===== config.mk =====
export PLATFORM = sky130hd
export DESIGN_NAME = fifteen_move_player
export DESIGN_NICKNAME = d
export VERILOG_FILES = /design/src/rtl/fifteen_pkg.sv /design/src/rtl/fifteen_move_fifo.sv /design/src/rtl/fifteen_move_player.sv
export SDC_FILE = /design/constraint.sdc
export NUM_CORES = 1
export LEC_CHECK = 0
export CAP_MARGIN = 20
export CORE_ASPECT_RATIO = 0.75
export CORE_MARGIN = 2
export CORE_UTILIZATION = 49
export DETAILED_ROUTE_END_ITERATION = 12
export PLACE_DENSITY = 0.7
export SETUP_SLACK_MARGIN = 0.4
export SYNTH_ARGS = -nofsm -noshare
export SYNTH_HDL_FRONTEND = slang
export SYNTH_SLANG_ARGS = --single-unit

===== constraint.sdc =====
create_clock -name clk -period 12.3 [get_ports clk]
set_input_delay 1.845 -clock clk [delete_from_list [all_inputs] [get_ports clk]]
set_output_delay 1.845 -clock clk [all_outputs]
set_load 0.01 [all_outputs]

===== src/rtl/fifteen_pkg.sv =====
`default_nettype none
// ============================================================================
// Module      : fifteen_pkg
// Description : Shared motion encodings, player states and blank-move helpers
//               for the 15-puzzle motion interface.
// Revision    : 1.0 - initial release
// ============================================================================
package fifteen_pkg;

    localparam logic [1:0] MOTION_UP    = 2'b00;
    localparam logic [1:0] MOTION_RIGHT = 2'b01;
    localparam logic [1:0] MOTION_DOWN  = 2'b10;
    localparam logic [1:0] MOTION_LEFT  = 2'b11;

    typedef enum logic [1:0] {
        IDLE = 2'd0,
        PLAY = 2'd1,
        DONE = 2'd2,
        ERR  = 2'd3
    } state_t;

    // A move is legal when the blank stays on the 4x4 grid after moving.
    function automatic logic move_legal(input logic [3:0] pos, input logic [1:0] m);
        logic ok;
        ok = 1'b0;
        case (m)
            MOTION_UP:    ok = (pos < 4'd12);
            MOTION_RIGHT: ok = (pos[1:0] != 2'd0);
            MOTION_DOWN:  ok = (pos >= 4'd4);
            default:      ok = (pos[1:0] != 2'd3);
        endcase
        return ok;
    endfunction

    function automatic logic [3:0] next_zero(input logic [3:0] pos, input logic [1:0] m);
        logic [3:0] nxt;
        nxt = pos;
        case (m)
            MOTION_UP:    nxt = pos + 4'd4;
            MOTION_RIGHT: nxt = pos - 4'd1;
            MOTION_DOWN:  nxt = pos - 4'd4;
            default:      nxt = pos + 4'd1;
        endcase
        return nxt;
    endfunction

endpackage
`default_nettype wire


===== src/rtl/fifteen_move_fifo.sv =====
`default_nettype none
// ============================================================================
// Module      : fifteen_move_fifo
// Description : Circular DEPTH x 2-bit move buffer with push, pop and flush.
// Revision    : 1.0 - initial release
// ============================================================================
module fifteen_move_fifo #(
    parameter int DEPTH = 16
) (
    input  logic       clk,
    input  logic       rst,
    input  logic       i_push,
    input  logic [1:0] i_push_data,
    input  logic       i_pop,
    input  logic       i_flush,
    output logic [1:0] o_head,
    output logic       o_full,
    output logic       o_empty
);

    localparam int AW = $clog2(DEPTH);
    localparam int CW = $clog2(DEPTH + 1);

    logic [1:0]    r_mem_q [DEPTH];
    logic [1:0]    w_mem_d [DEPTH];
    logic [AW-1:0] r_wr_ptr_q, w_wr_ptr_d;
    logic [AW-1:0] r_rd_ptr_q, w_rd_ptr_d;
    logic [CW-1:0] r_count_q,  w_count_d;

    always_comb begin
        w_mem_d    = r_mem_q;
        w_wr_ptr_d = r_wr_ptr_q;
        w_rd_ptr_d = r_rd_ptr_q;
        w_count_d  = r_count_q;
        if (i_flush) begin
            w_wr_ptr_d = '0;
            w_rd_ptr_d = '0;
            w_count_d  = '0;
        end else begin
            if (i_push) begin
                w_mem_d[r_wr_ptr_q] = i_push_data;
                w_wr_ptr_d          = r_wr_ptr_q + AW'(1);
            end
            if (i_pop) begin
                w_rd_ptr_d = r_rd_ptr_q + AW'(1);
            end
            if (i_push && !i_pop) begin
                w_count_d = r_count_q + CW'(1);
            end else if (i_pop && !i_push) begin
                w_count_d = r_count_q - CW'(1);
            end
        end
    end

    // Storage needs no reset: the count alone decides what is valid.
    always_ff @(posedge clk) begin
        r_mem_q <= w_mem_d;
    end

    always_ff @(posedge clk) begin
        if (rst) begin
            r_wr_ptr_q <= '0;
            r_rd_ptr_q <= '0;
            r_count_q  <= '0;
        end else begin
            r_wr_ptr_q <= w_wr_ptr_d;
            r_rd_ptr_q <= w_rd_ptr_d;
            r_count_q  <= w_count_d;
        end
    end

    assign o_head  = r_mem_q[r_rd_ptr_q];
    assign o_full  = (r_count_q == CW'(DEPTH));
    assign o_empty = (r_count_q == '0);

endmodule
`default_nettype wire


===== src/rtl/fifteen_move_player.sv =====
`default_nettype none
// ============================================================================
// Module      : fifteen_move_player
// Description : Buffers a host move list and replays it one move per cycle to
//               the 15-puzzle, rejecting illegal moves and reporting solve step.
// Revision    : 1.0 - initial release
// ============================================================================
module fifteen_move_player
    import fifteen_pkg::*;
#(
    parameter  int DEPTH = 16,
    localparam int CW    = $clog2(DEPTH + 1)
) (
    input  logic          clk,
    input  logic          rst,
    input  logic          wr_valid,
    input  logic [1:0]    wr_motion,
    output logic          wr_ready,
    input  logic          start,
    input  logic          clear,
    input  logic [3:0]    init_zero_pos,
    input  logic          solved,
    output logic [1:0]    motion,
    output logic          motion_valid,
    output logic          busy,
    output logic          done,
    output logic          solved_flag,
    output logic          illegal,
    output logic [CW-1:0] step_count,
    output logic [3:0]    zero_pos
);

    state_t        r_state_q, w_state_d;
    logic [3:0]    r_zero_pos_q, w_zero_pos_d;
    logic [CW-1:0] r_step_count_q, w_step_count_d;
    logic          r_solved_flag_q, w_solved_flag_d;
    logic          r_illegal_q, w_illegal_d;

    logic          w_push, w_pop, w_flush;
    logic          w_full, w_empty;
    logic [1:0]    w_head;
    logic          w_wr_ready;
    logic          w_motion_valid;
    logic [1:0]    w_motion;
    logic          w_done;

    fifteen_move_fifo #(
        .DEPTH (DEPTH)
    ) u_fifo (
        .clk         (clk),
        .rst         (rst),
        .i_push      (w_push),
        .i_push_data (wr_motion),
        .i_pop       (w_pop),
        .i_flush     (w_flush),
        .o_head      (w_head),
        .o_full      (w_full),
        .o_empty     (w_empty)
    );

    // wr_ready is masked during reset so every output reads 0 while rst is high.
    assign wr_ready = w_wr_ready && !rst;
    assign w_push   = wr_valid && wr_ready;

    always_comb begin
        w_state_d       = r_state_q;
        w_zero_pos_d    = r_zero_pos_q;
        w_step_count_d  = r_step_count_q;
        w_solved_flag_d = r_solved_flag_q;
        w_illegal_d     = r_illegal_q;
        w_pop           = 1'b0;
        w_flush         = 1'b0;
        w_wr_ready      = 1'b0;
        w_motion_valid  = 1'b0;
        w_motion        = 2'b00;
        w_done          = 1'b0;

        if (clear) begin
            w_flush         = 1'b1;
            w_solved_flag_d = 1'b0;
            w_illegal_d     = 1'b0;
            w_step_count_d  = '0;
            w_state_d       = IDLE;
        end else begin
            case (r_state_q)
                IDLE: begin
                    w_wr_ready = !w_full;
                    if (start) begin
                        w_zero_pos_d    = init_zero_pos;
                        w_step_count_d  = '0;
                        w_solved_flag_d = 1'b0;
                        w_illegal_d     = 1'b0;
                        w_state_d       = PLAY;
                    end
                end
                PLAY: begin
                    if (solved) begin
                        w_solved_flag_d = 1'b1;
                        w_flush         = 1'b1;
                        w_state_d       = DONE;
                    end else if (w_empty) begin
                        w_state_d = DONE;
                    end else if (!move_legal(r_zero_pos_q, w_head)) begin
                        w_illegal_d = 1'b1;
                        w_flush     = 1'b1;
                        w_state_d   = ERR;
                    end else begin
                        w_pop          = 1'b1;
                        w_motion_valid = 1'b1;
                        w_motion       = w_head;
                        w_zero_pos_d   = next_zero(r_zero_pos_q, w_head);
                        w_step_count_d = r_step_count_q + CW'(1);
                    end
                end
                DONE: begin
                    w_done    = 1'b1;
                    w_state_d = IDLE;
                end
                ERR: begin
                    w_state_d = ERR;
                end
                default: begin
                    w_state_d = IDLE;
                end
            endcase
        end
    end

    always_ff @(posedge clk) begin
        if (rst) begin
            r_state_q       <= IDLE;
            r_zero_pos_q    <= '0;
            r_step_count_q  <= '0;
            r_solved_flag_q <= 1'b0;
            r_illegal_q     <= 1'b0;
        end else begin
            r_state_q       <= w_state_d;
            r_zero_pos_q    <= w_zero_pos_d;
            r_step_count_q  <= w_step_count_d;
            r_solved_flag_q <= w_solved_flag_d;
            r_illegal_q     <= w_illegal_d;
        end
    end

    assign motion       = w_motion;
    assign motion_valid = w_motion_valid;
    assign done         = w_done;
    assign busy         = (r_state_q == PLAY);
    assign solved_flag  = r_solved_flag_q;
    assign illegal      = r_illegal_q;
    assign step_count   = r_step_count_q;
    assign zero_pos     = r_zero_pos_q;

endmodule
`default_nettype wire


==> results.json <==
{
  "totalWireLength_microns": 5740,
  "ys_cells": 263,
  "synth_area_sq_um": 2970,
  "die_x_microns": 93.9,
  "fin_nets": 322,
  "status": "complete, no violations",
  "cp_data_required_time_ps": 10450,
  "ctsHtreeMaxLevel": 3,
  "maxCapViolCount": 0,
  "yosysMostFrequentCell": "nor2_1",
  "worst_slew_pin_slew_ps": 679,
  "pre_cts_slack_ps": 6420,
  "grt_pass1_wl_microns": 9540,
  "core_area_sq_um": 5830,
  "cts_root_buf": "clkbuf_8",
  "cts_sinks": 58,
  "ys_warn_count": 0,
  "netlist.area_leader.share_pct": 32.4,
  "ys_area_sq_um": 2970,
  "maxSlewViolCount": 0,
  "antenna_found_initial": 0,
  "fp_nets": 291,
  "min_period_ps": 5660,
  "gp_congestion": 0.786,
  "worstPathMaxFanout": 8,
  "synth_flop_count": 58,
  "diodes": 0,
  "hold_viol_final": 0,
  "ir_drop_mv": 0.0840,
  "grt_pass1_vias": 1936,
  "ioPinCount": 29,
  "arrival_ps": 3820,
  "fin_setup_tns_ps": 0,
  "firstDrtPassIters": 4,
  "cts_hold_buf": 0,
  "drive_above_1_share_pct": 9.70,
  "core.rowCount": 24,
  "cts_tree": "done",
  "timing.hold.ws_ps": 487,
  "ant_nets": 0,
  "dp_cells": 360,
  "edf_count": 32,
  "clk_path_buf_depth": 2,
  "routedWlPerCell_microns": 15.2,
  "fin_cells": 377,
  "vias": 2086,
  "dpl.hpwl_microns": 4180,
  "common_cells": "nor2_1, edfxtp_1, dfxtp_1",
  "die-area_sq_um": 6710,
  "setup_violations": 0,
  "cts_setup_buffers": 0,
  "synthFlopType": "edfxtp_1",
  "avgSynthCellArea_sq_um": 11.3,
  "post-route-drc-count": 0,
  "fp_util_pct": 51.0,
  "end_kind": "primary output",
  "fin_crit_sh_pct": 46.0,
  "postSynthSeqShare_pct": 49.9,
  "power_density_nw_per_um2": 120,
  "path_class": "primary input to primary output",
  "cts_resized": 0,
  "topCellsByArea": "edfxtp_1, dfxtp_1, mux4_2",
  "syn_to_final_growth_pct": 19.0,
  "async_flop_share_pct": 0,
  "top_area_cell": "edfxtp_1",
  "log.warning_count": 30,
  "syn_inst": 263,
  "fmax_ghz": 0.177,
  "drtIter0Drc": 108,
  "startpoint_type": "primary input",
  "worstHoldPathType": "flop to flop",
  "rsz0062_at_grt": "false",
  "grt_usage_pct": 19.1,
  "vias_per_cell": 5.53,
  "cts_buffers": 9,
  "gr-total-overflow": 0,
  "maxSlewHeadroom_pct": 54.3,
  "synthDistinctLibCells": 52,
  "grt_max_degree": 17,
  "setup_slack_ps": 6640,
  "clk_pin_slew_worst_paths_ps": 60,
  "worstSkewPairLatency_ps": 340,
  "p_leak_nw": 1.24
}
==> layout by cell type (no fill, tap or decap), types with 3 or more instances in the layout <==
cell	netlist	layout
mux4_2	8	8
xor2_1	6	6
nand3_1	5	5
o21ai_0	11	11
dfxtp_1	26	26
nand2b_1	7	7
clkdlybuf4s50_1	0	28
xnor2_1	3	3
edfxtp_1	32	32
inv_1	12	12
nor3_1	6	6
or3_1	8	8
clkbuf_8	0	12
nor2_1	38	38
and2_1	4	4
nand2_1	9	9
nor2b_1	4	4
a21oi_1	16	16
ha_1	14	14
==> worst max-delay path, cell delays in order <==
cell	delay [ps]
clkdlybuf4s50_1	540
or2_2	370
a2111oi_0	420
clkdlybuf4s50_1	640
==> sequential cells by signal (all words and copies together) (netlist names) <==
| name | count |
|---|---|
| illegal | 1 |
| r_state_q | 2 |
| solved_flag | 1 |
| step_count | 5 |
| u_fifo.r_count_q | 5 |
| u_fifo.r_mem_q | 32 |
| u_fifo.r_rd_ptr_q | 4 |
| u_fifo.r_wr_ptr_q | 4 |
| zero_pos | 4 |
==> stage by stage <==
step	util, %	instance area (sq um)	power, mW
2_1_floorplan	-	2970	0.231
3_3_place_gp	56.6	3300	0.243
3_5_place_dp	56.6	3300	0.243
4_1_cts	60.4	3520	0.427
5_1_grt	60.7	3530	0.439
6_report	60.7	3530	0.424
==> layout make-up <==
class,count,area (sq um)
repair buffers,29,293
flip-flops and latches,58,1480
inverters,13,48.8
multi-input cells,183,1390
fillers,488,2290
well taps,78,97.6
clock buffers,16,223
==> where the power goes <==
part           total [mW]  switching [mW]  leakage (nW)  internal [mW]
combinational      0.0304          0.0166         0.631         0.0139
clock               0.185          0.0704         0.113          0.114
sequential          0.209         0.00255         0.498          0.206
==> worst paths after layout <==
check | start | slack [ps] | end | depth (start not counted)
setup reg to reg | u_fifo.r_rd_ptr_q[2] | 7490 | u_fifo.r_count_q[4] | 14
hold reg to reg | step_count[4] | 490 | step_count[4] | 2
hold / removal | step_count[4] | 490 | step_count[4] | 2
setup / recovery | rst | 6640 | wr_ready | 4
==> cells by family (layout without fill, tap and decap cells) <==
logic type,count (synthesis),count (layout),synth area share (%)
multiplexers,13,13,9.27
AND-OR/OR-AND,54,54,12.7
buffers and inverters,22,58,3.33
AND/OR/NAND/NOR,91,91,14.9
adder cells (fa/ha/maj),16,16,7.25
XOR/XNOR,9,9,2.65
flip-flops,58,58,49.9
==> layer usage <==
| layer | global-route usage, % | up-vias | wire, microns |
|---|---|---|---|
| met5 | 0 | - | 0 |
| met4 | 7.73 | 0 | 51 |
| met3 | 6.62 | 6 | 287 |
| met2 | 25.7 | 43 | 2360 |
| met1 | 28.2 | 996 | 3030 |
| li1 | - | 1041 | - |
Clock network drawn from the DEF:
Bar = 20 microns.
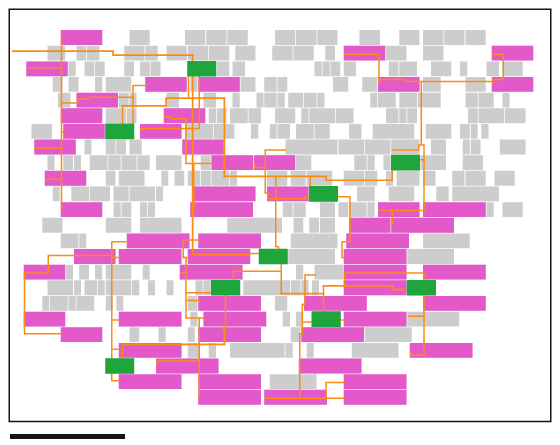
[flip-flops] magenta | count: 58
[clock drivers] green | count: 9
[clock wires] orange | length: 717 microns
flops lie: all over the die
Fin Clk Skew: 9.08 ps
Clock Power: 0.185 mW

I/O pins on the die edge:
Pins as bars across the die edge, other pins in gray.
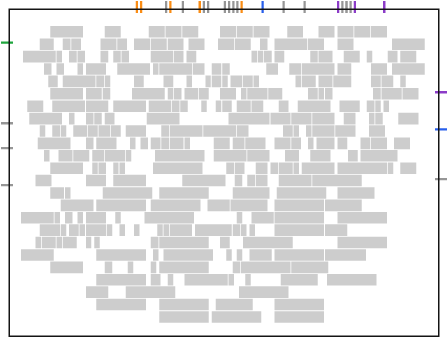
[clk] green | pins: 1 | direction: input | edge: left
[motion] blue | pins: 2 | direction: output | edge: 1 top, 1 right
[zero_pos] purple | pins: 4 | direction: output | edge: 3 top, 1 right
[step_count] orange | pins: 5 | direction: output | edge: top
all pins by edge: 22 top, 4 left, 3 right
die span in y: 71.4 microns
PortBufs: 28

Power figures rest on the tool's default switching activity, not on a simulated workload.
